**Run 1: sequential cells coloured by netlist name**

(8 px per um)
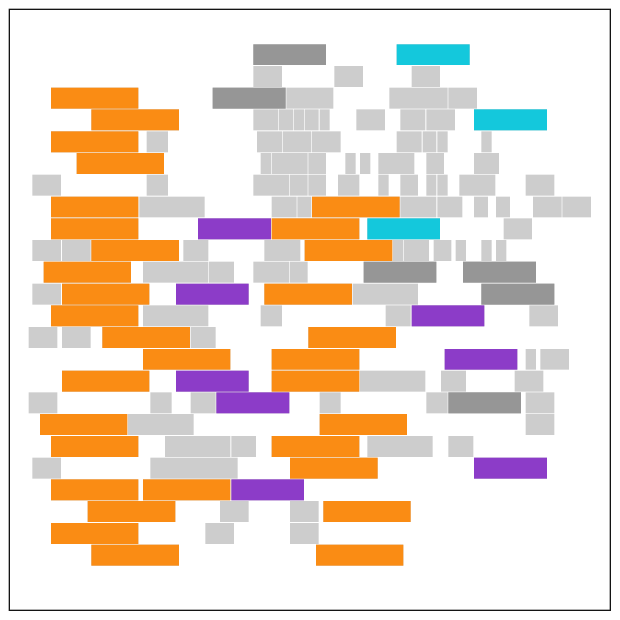
**Run 1: I/O nets highlighted**

(6 px per um)
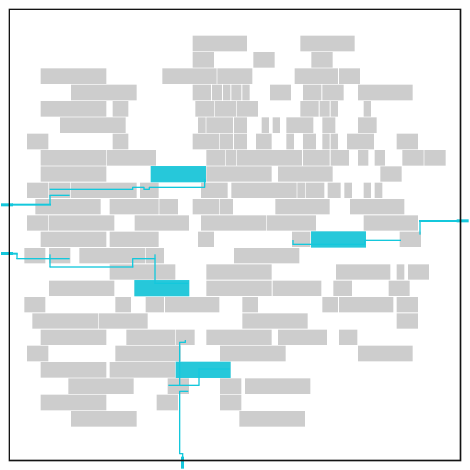
**Run 1: routed metal, one colour a layer**

(4 px per um) Two of the layers only.
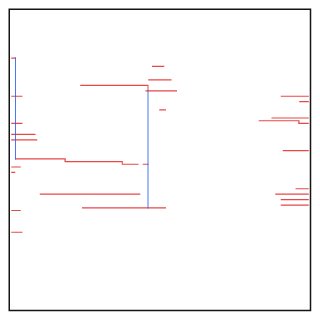
**Run 1: signal metal coverage by tile**

(4 px per um) 15 x 15 tiles, from dark blue (low) to red (high), scaled to the fullest tile. Values are wire area over tile area, all layers added.
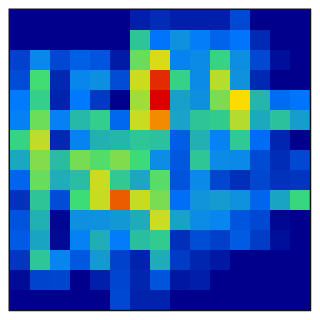
<file path="config.mk">
export PLATFORM = sky130hd
export DESIGN_NAME = instruction_queue_register
export DESIGN_NICKNAME = d
export VERILOG_FILES = /design/src/rtl/instruction_queue_register.sv
export SDC_FILE = /design/constraint.sdc
export NUM_CORES = 1
export LEC_CHECK = 0
export CORE_MARGIN = 2
export CORE_UTILIZATION = 40
export CTS_BUF_LIST = sky130_fd_sc_hd__clkbuf_4
export DETAILED_ROUTE_END_ITERATION = 12
export PLACE_DENSITY = 0.72
export SYNTH_ARGS = -nofsm -noshare
export SYNTH_HDL_FRONTEND = slang
export SYNTH_SLANG_ARGS = --single-unit
</file>
<file path="constraint.sdc">
create_clock -name clock -period 5.3 [get_ports clock]
set_clock_uncertainty 0.15 [all_clocks]
set_input_delay 1.06 -clock clock [delete_from_list [all_inputs] [get_ports clock]]
set_output_delay 1.06 -clock clock [all_outputs]
set_load 0.02 [all_outputs]
</file>
<file path="src/rtl/instruction_queue_register.sv">
// Instruction register fed by a DEPTH-entry prefetch queue; memory pushes with valid/ready, controller pops with load_ir.
// Optional IQ_BYPASS_EN: an empty-queue push coinciding with load_ir goes straight into the IR.
module instruction_queue_register #(
  parameter int INSTR_W  = 8,
  parameter int OPCODE_W = 4,
  parameter int DEPTH    = 4
) (
  input  logic                          clock,
  input  logic                          reset,
  input  logic                          flush,
  input  logic [INSTR_W-1:0]            instr_in,
  input  logic                          instr_valid,
  output logic                          instr_ready,
  input  logic                          load_ir,
  output logic [OPCODE_W-1:0]           opcode,
  output logic [INSTR_W-OPCODE_W-1:0]   data_out,
  output logic                          ir_valid,
  output logic [$clog2(DEPTH+1)-1:0]    count,
  output logic                          empty,
  output logic                          full,
  output logic                          underflow
);

  localparam int PTR_W = $clog2(DEPTH);
  localparam int CNT_W = $clog2(DEPTH+1);

  logic [INSTR_W-1:0] mem_q [DEPTH];
  logic [PTR_W-1:0]   wptr_q, wptr_d;
  logic [PTR_W-1:0]   rptr_q, rptr_d;
  logic [CNT_W-1:0]   count_q, count_d;
  logic [INSTR_W-1:0] ir_q, ir_d;
  logic               ir_valid_q, ir_valid_d;
  logic               underflow_q, underflow_d;
  logic               empty_i, full_i, push_ok, pop_ok, mem_we;

  assign empty_i = (count_q == '0);
  assign full_i  = (count_q == CNT_W'(DEPTH));
  // Ready looks only at occupancy, so a pop never frees a slot for a push in the same cycle.
  assign push_ok = instr_valid && !full_i;
  assign pop_ok  = load_ir && !empty_i;

  always_comb begin
    wptr_d      = wptr_q;
    rptr_d      = rptr_q;
    count_d     = count_q;
    ir_d        = ir_q;
    ir_valid_d  = ir_valid_q;
    underflow_d = underflow_q;
    mem_we      = 1'b0;
    if (flush) begin
      wptr_d      = '0;
      rptr_d      = '0;
      count_d     = '0;
      ir_d        = '0;
      ir_valid_d  = 1'b0;
      underflow_d = 1'b0;
    end
`ifdef IQ_BYPASS_EN
    else if (empty_i && instr_valid && load_ir) begin
      ir_d       = instr_in;
      ir_valid_d = 1'b1;
    end
`endif
    else begin
      if (push_ok) begin
        mem_we = 1'b1;
        wptr_d = wptr_q + PTR_W'(1);
      end
      if (pop_ok) begin
        ir_d       = mem_q[rptr_q];
        ir_valid_d = 1'b1;
        rptr_d     = rptr_q + PTR_W'(1);
      end else if (load_ir) begin
        ir_d        = '0;
        ir_valid_d  = 1'b0;
        underflow_d = 1'b1;
      end
      count_d = count_q + CNT_W'(push_ok) - CNT_W'(pop_ok);
    end
  end

  always_ff @(posedge clock or posedge reset) begin
    if (reset) begin
      wptr_q      <= '0;
      rptr_q      <= '0;
      count_q     <= '0;
      ir_q        <= '0;
      ir_valid_q  <= 1'b0;
      underflow_q <= 1'b0;
    end else begin
      wptr_q      <= wptr_d;
      rptr_q      <= rptr_d;
      count_q     <= count_d;
      ir_q        <= ir_d;
      ir_valid_q  <= ir_valid_d;
      underflow_q <= underflow_d;
    end
  end

  // Storage carries no reset; pointers and count define what is live.
  always_ff @(posedge clock) begin
    if (mem_we) mem_q[wptr_q] <= instr_in;
  end

  assign opcode      = ir_q[INSTR_W-1 -: OPCODE_W];
  assign data_out    = ir_q[INSTR_W-OPCODE_W-1:0];
  assign ir_valid    = ir_valid_q;
  assign count       = count_q;
  assign empty       = empty_i;
  assign full        = full_i;
  assign instr_ready = !full_i;
  assign underflow   = underflow_q;

endmodule

</file>
==> results.sh, run 1 <==
# physical design summary
export IMPL_status="finished, final reports clean"
export IMPL_yosys_stat_area_um2=2010
export IMPL_grt_pass1_wl_um=5140
export IMPL_edf_count=32
export IMPL_post_route_cell_area_um2=2420
export IMPL_viasPerCell=4.84
export IMPL_drt_first_pass_iters=5
export IMPL_p_leak_nw=0.902
export IMPL_drc=0
export IMPL_drive_gt1_frac=0.150
export IMPL_syn_to_final_growth_pct=20.1
export IMPL_antenna_found_initial=0
export IMPL_maxSlewHeadroom=0.549
export IMPL_switchingPower_mw=0.308
export IMPL_clk_pin_slew_worst_paths_ps=150
export IMPL_fp_nets=135
export IMPL_powerDensity_nw_per_um2=420
export IMPL_postCtsSetupRepairBufs=0
export IMPL_swShare=0.303
export IMPL_post_route_worst_setup_slack_ps=1960
export IMPL_hpwl_um=2270
export IMPL_finish_net_count=166
export IMPL_ys_flops=49
export IMPL_hold_class="flip-flop to flip-flop"
export IMPL_seq_power_share=0.503
export IMPL_cts_buffers=5
export IMPL_yosysWarnings=0
export IMPL_p_clk_frac=0.210
export IMPL_synth_top_cell_by_count="edfxtp_1"
export IMPL_area_leaders="edfxtp_1 (48%), dfrtp_1 (21%), mux4_2 (8.9%), ha_1 (3.7%), a22o_1 (3.5%)"
export IMPL_avgSynthCellArea_um2=17.5
export IMPL_slowest_stage="clkdlybuf4s50_1"
export IMPL_min_delay_start="ir_valid"
export IMPL_worstSetupStartpointType="flip-flop"
export IMPL_top_register="mem_q"
export IMPL_dieHeight_um=74.9
export IMPL_path_buffers=2
export IMPL_io_pins=29
export IMPL_setup_viol=0
export IMPL_synthTopCellsByCount="edfxtp_1 (32), dfrtp_1 (17), a22o_1 (8), mux4_2 (8), inv_1 (7)"
export IMPL_reg2reg_slack_ps=2590
export IMPL_rsz0062_at_grt="false"
export IMPL_htree_levels=2
export IMPL_synth_top_area_share=0.477
export IMPL_design_power_total_mw=1.02
export IMPL_portBuffers=28
export IMPL_final_max_slew_viol_count=0
export IMPL_place_area_um2=2340
export IMPL_synthArstFlopShare=0.347
export IMPL_crit_fanout=8
export IMPL_synth_main_ff_cell="edfxtp_1"
export IMPL_worst_endpoint_required_ps=4090
export IMPL_ys_cells=115
export IMPL_ant_nets=0
export IMPL_cts_resized=0
export IMPL_crit_type="flip-flop to output port"
export IMPL_largest_reg_flops=32
export IMPL_cts_buffer_depth=2
export IMPL_ctsRootBufferMaster="clkbuf_4"
export IMPL_grt_overflow=0
export IMPL_warning_count=29
export IMPL_core_util_floorplan=0.421
export IMPL_hold_depth=1
export IMPL_lay_top_count="edfxtp_1"
export IMPL_dp_slack_ps=1920
export IMPL_gp_congestion=0.703
export IMPL_cp_top_family="buffers and inverters"
export IMPL_regToRegStartpoint="count[1]"
export IMPL_cts_tree="built"
export IMPL_rows=25
export IMPL_diodes=0
export IMPL_core_area_um2=4790
export IMPL_worstMarginPinSlew_ps=675
export IMPL_synth_cell_types=27
export IMPL_irDropWorstVdd_uv=186
export IMPL_grt_max_degree=18
export IMPL_critPathCaptureType="output port"
export IMPL_min_period_over_period=0.631
export IMPL_holdPathEnd="ir_valid"
export IMPL_dp_cells=206
export IMPL_num_vias=1035
export IMPL_reg2regPathDepth=10
export IMPL_post_route_min_period_ps=3340
export IMPL_first_global_vias=1064
export IMPL_most_common_layout_cells="edfxtp_1 (32), clkdlybuf4s50_1 (28), dfrtp_1 (17), mux4_2 (8), a22o_1 (8)"
export IMPL_cts_hold_buf=0
export IMPL_synth_cells=115
export IMPL_cp_data_arrival_time_ps=2130
export IMPL_slowest_delay_ps=600
export IMPL_drt_iter0_drc=35
About 'sequential cells coloured by netlist name':
orange -> mem_q  # placed flops 32
purple -> ir_q  # placed flops 8
cyan -> count  # placed flops 3
not coloured = 6

About 'I/O nets highlighted':
cyan -> data_out  # bits 4, direction output, edge 2 left, 1 right, 1 bottom, end cells 4, buffers 4, wire 142 um

About 'routed metal, one colour a layer':
blue -> met4  # wire length 54.4 um
red -> met3  # wire length 200 um

About 'signal metal coverage by tile':
fullest tile = 0.38
nearly empty tiles = 21%
mean over tiles = 0.093
emptiest ninth of the die = lower right
tiles over half the peak = 12%

-- run 1: how the worst max path moves through the flow --
| stage | end | start | cells after the start | slack [ps] |
|---|---|---|---|---|
| after floorplan | count[2] | load_ir | 10 | 2580 |
| after global placement | count[2] | load_ir | 11 | 2040 |
| after detailed placement | count[2] | load_ir | 11 | 1920 |
| after CTS | full | count[1] | 3 | 1930 |
| after global routing | full | count[1] | 3 | 1870 |
| final | full | count[1] | 3 | 1960 |
-- run 1: cells by family (layout without fill, tap and decap cells) --
family | after synthesis | in the layout | synth area share
simple gates | 20 | 20 | 0.0541
buf+inv | 12 | 44 | 0.0404
compound gates | 16 | 16 | 0.0671
mux | 8 | 8 | 0.0895
flops | 49 | 49 | 0.689
fa+ha+maj | 7 | 7 | 0.0472
xor+xnor | 3 | 3 | 0.0131
-- run 1: power by group through the flow --
| stage | Combinational (mW) | Clock, mW | Sequential (mW) |
|---|---|---|---|
| floorplan | 0.189 | 0 | 0.522 |
| global placement | 0.287 | 0 | 0.518 |
| global route | 0.316 | 0.237 | 0.522 |
| detailed placement | 0.296 | 0 | 0.520 |
| finish | 0.292 | 0.213 | 0.511 |
| CTS | 0.297 | 0.222 | 0.513 |
-- run 1: cell type report --
| type | instances | area [um2] | share of cell area |
|---|---|---|---|
| clock inverters | 3 | 41.3 | 0.0171 |
| inverters | 8 | 42.5 | 0.0176 |
| flip-flops and latches | 49 | 1390 | 0.573 |
| multi-input cells | 54 | 546 | 0.226 |
| well taps | 67 | 83.8 | 0.0347 |
| clock buffers | 5 | 37.5 | 0.0155 |
| repair buffers | 28 | 280 | 0.116 |
-- run 1: layer usage --
layer  global-route usage  up-vias  routed length [um]
met4               0.0536        0                  54
met2                0.220       31                1750
li1                     -      490                   -
met5                    0        -                   0
met1                0.157      509                1270
met3               0.0455        5                 200
--- run 2 (diff from run 1) ---
- clock period: 5.3 -> 3.4 ns (I/O delays scaled with it)
**Run 2: placement view**

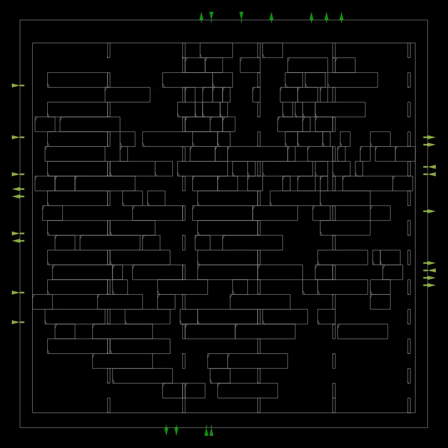
fraction of area in registers: 0.579
Non-Filler Instances: 215
number of fill cells in the layout: 411
core area: 4790 um2
Taps Inserted: 67

==> run 2 against run 1 <==
Global-route usage increased by 0.45 points; worst hold slack got worse by 0.83 ps; critical endpoint unchanged; critical path type unchanged; worst setup slack got worse by 1500 ps; synthesized cell count is the same; highest routed layer unchanged; area after synthesis unchanged; sequential share of layout area rose by 0.51 points.
==> results.sh, run 2 <==
# physical design summary
export IMPL_status="finished, final reports clean"
export IMPL_edf_count=32
export IMPL_ctsRootBufferMaster="clkbuf_4"
export IMPL_synth_top_cell_by_count="edfxtp_1"
export IMPL_worstSetupStartpointType="flip-flop"
export IMPL_largest_reg_flops=32
export IMPL_most_common_layout_cells="edfxtp_1 (32), clkdlybuf4s50_1 (28), dfrtp_1 (17), mux4_2 (8), a22o_1 (8)"
export IMPL_setup_viol=0
export IMPL_min_delay_start="ir_valid"
export IMPL_finish_net_count=167
export IMPL_drc=0
export IMPL_worst_endpoint_required_ps=2570
export IMPL_lay_top_count="edfxtp_1"
export IMPL_powerDensity_nw_per_um2=624
export IMPL_diodes=0
export IMPL_drt_first_pass_iters=4
export IMPL_maxSlewHeadroom=0.563
export IMPL_worstMarginPinSlew_ps=654
export IMPL_postCtsSetupRepairBufs=0
export IMPL_htree_levels=2
export IMPL_clk_pin_slew_worst_paths_ps=140
export IMPL_syn_to_final_growth_pct=19.0
export IMPL_cts_resized=0
export IMPL_rsz0062_at_grt="false"
export IMPL_grt_max_degree=18
export IMPL_min_period_over_period=0.867
export IMPL_hpwl_um=2250
export IMPL_rows=25
export IMPL_reg2regPathDepth=10
export IMPL_viasPerCell=4.78
export IMPL_synthTopCellsByCount="edfxtp_1 (32), dfrtp_1 (17), a22o_1 (8), mux4_2 (8), inv_1 (7)"
export IMPL_num_vias=1027
export IMPL_irDropWorstVdd_uv=315
export IMPL_yosysWarnings=0
export IMPL_slowest_delay_ps=600
export IMPL_slowest_stage="clkdlybuf4s50_1"
export IMPL_cp_top_family="buffers and inverters"
export IMPL_seqCellArea_um2=1390
export IMPL_hold_depth=1
export IMPL_synth_cell_types=27
export IMPL_cts_buffers=5
export IMPL_crit_fanout=8
export IMPL_grt_pass1_wl_um=5210
export IMPL_p_leak_nw=0.898
export IMPL_yosys_stat_area_um2=2010
export IMPL_hold_class="flip-flop to flip-flop"
export IMPL_dieHeight_um=74.9
export IMPL_crit_type="flip-flop to output port"
export IMPL_synthArstFlopShare=0.347
export IMPL_synth_cells=115
export IMPL_gp_congestion=0.709
export IMPL_ys_cells=115
export IMPL_reg2reg_slack_ps=670
export IMPL_comb_area_um2=546
export IMPL_warning_count=29
export IMPL_path_buffers=2
export IMPL_cts_tree="built"
export IMPL_final_max_slew_viol_count=0
export IMPL_ys_flops=49
export IMPL_holdPathEnd="ir_valid"
export IMPL_antenna_found_initial=0
export IMPL_regToRegStartpoint="count[1]"
export IMPL_cts_hold_buf=0
export IMPL_fp_nets=135
**Run 2: I/O nets highlighted**

(6 px per um)
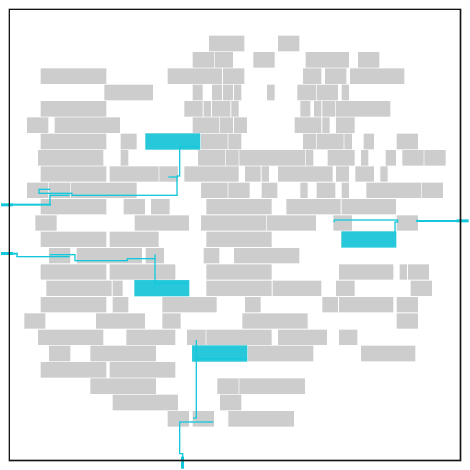
cyan -> data_out  # bits 4, direction output, edge 2 left, 1 right, 1 bottom, end cells 4, buffers 4, wire 143 um
# port buffers: 28
I/O Pins: 29

-- run 2: kinds of logic (layout without fill, tap and decap cells) --
kind of cell	count (synthesis)	in the layout	share of synthesized area
and+or+nand+nor	20	20	0.0541
xor gates and xnor gates	3	3	0.0131
adders and majority gates	7	7	0.0472
muxes	8	8	0.0895
DFF	49	49	0.689
buffers and inverters	12	45	0.0404
AOI/OAI and AO/OA	16	16	0.0671
-- run 2: power breakdown --
group / leakage, nW / switching [mW] / internal, mW
logic: 0.349 / 0.214 / 0.244
registers: 0.519 / 0.0873 / 0.709
clock network: 0.0300 / 0.167 / 0.0752
total: 0.898 / 0.468 / 1.03
-- run 2: cell type report --
class	count	area share
clock inverter	3	0.00522
timing repair buffer	29	0.120
sequential	49	0.579
inverter	8	0.0178
clock buffer	5	0.0157
multi-input combinational	54	0.228
tap	67	0.0350
-- run 2: worst max-delay path by stage --
stage / from / slack, ps / depth (start not counted) / end
after floorplan: count[1] / 810 / 11 / count[2]
after global placement: load_ir / 520 / 11 / count[2]
after detailed placement: load_ir / 410 / 11 / count[2]
after CTS: count[1] / 420 / 3 / full
after global routing: count[1] / 340 / 3 / full
final: count[1] / 450 / 3 / full
-- run 2: through the flow --
| step | std cells | area (um2) | total power [mW] | util | setup slack, ps |
|---|---|---|---|---|---|
| finish | 215 | 2400 | 1.50 | 0.501 | 454 |
| global route | 215 | 2400 | 1.60 | 0.501 | 345 |
| CTS | 215 | 2400 | 1.52 | 0.501 | 422 |
| detailed placement | 207 | 2350 | 1.27 | 0.490 | 413 |
| global placement | 207 | 2350 | 1.26 | 0.490 | 523 |
| floorplan | 115 | 2010 | 1.11 | - | 811 |
-- run 2: layer usage --
layer  share of wire  track usage
met3           0.049       0.0522
met1            0.41        0.169
met2            0.53        0.215
met4           0.012       0.0595
met5               0            0
No activity file was given, so power comes from the tool's default toggle rates.
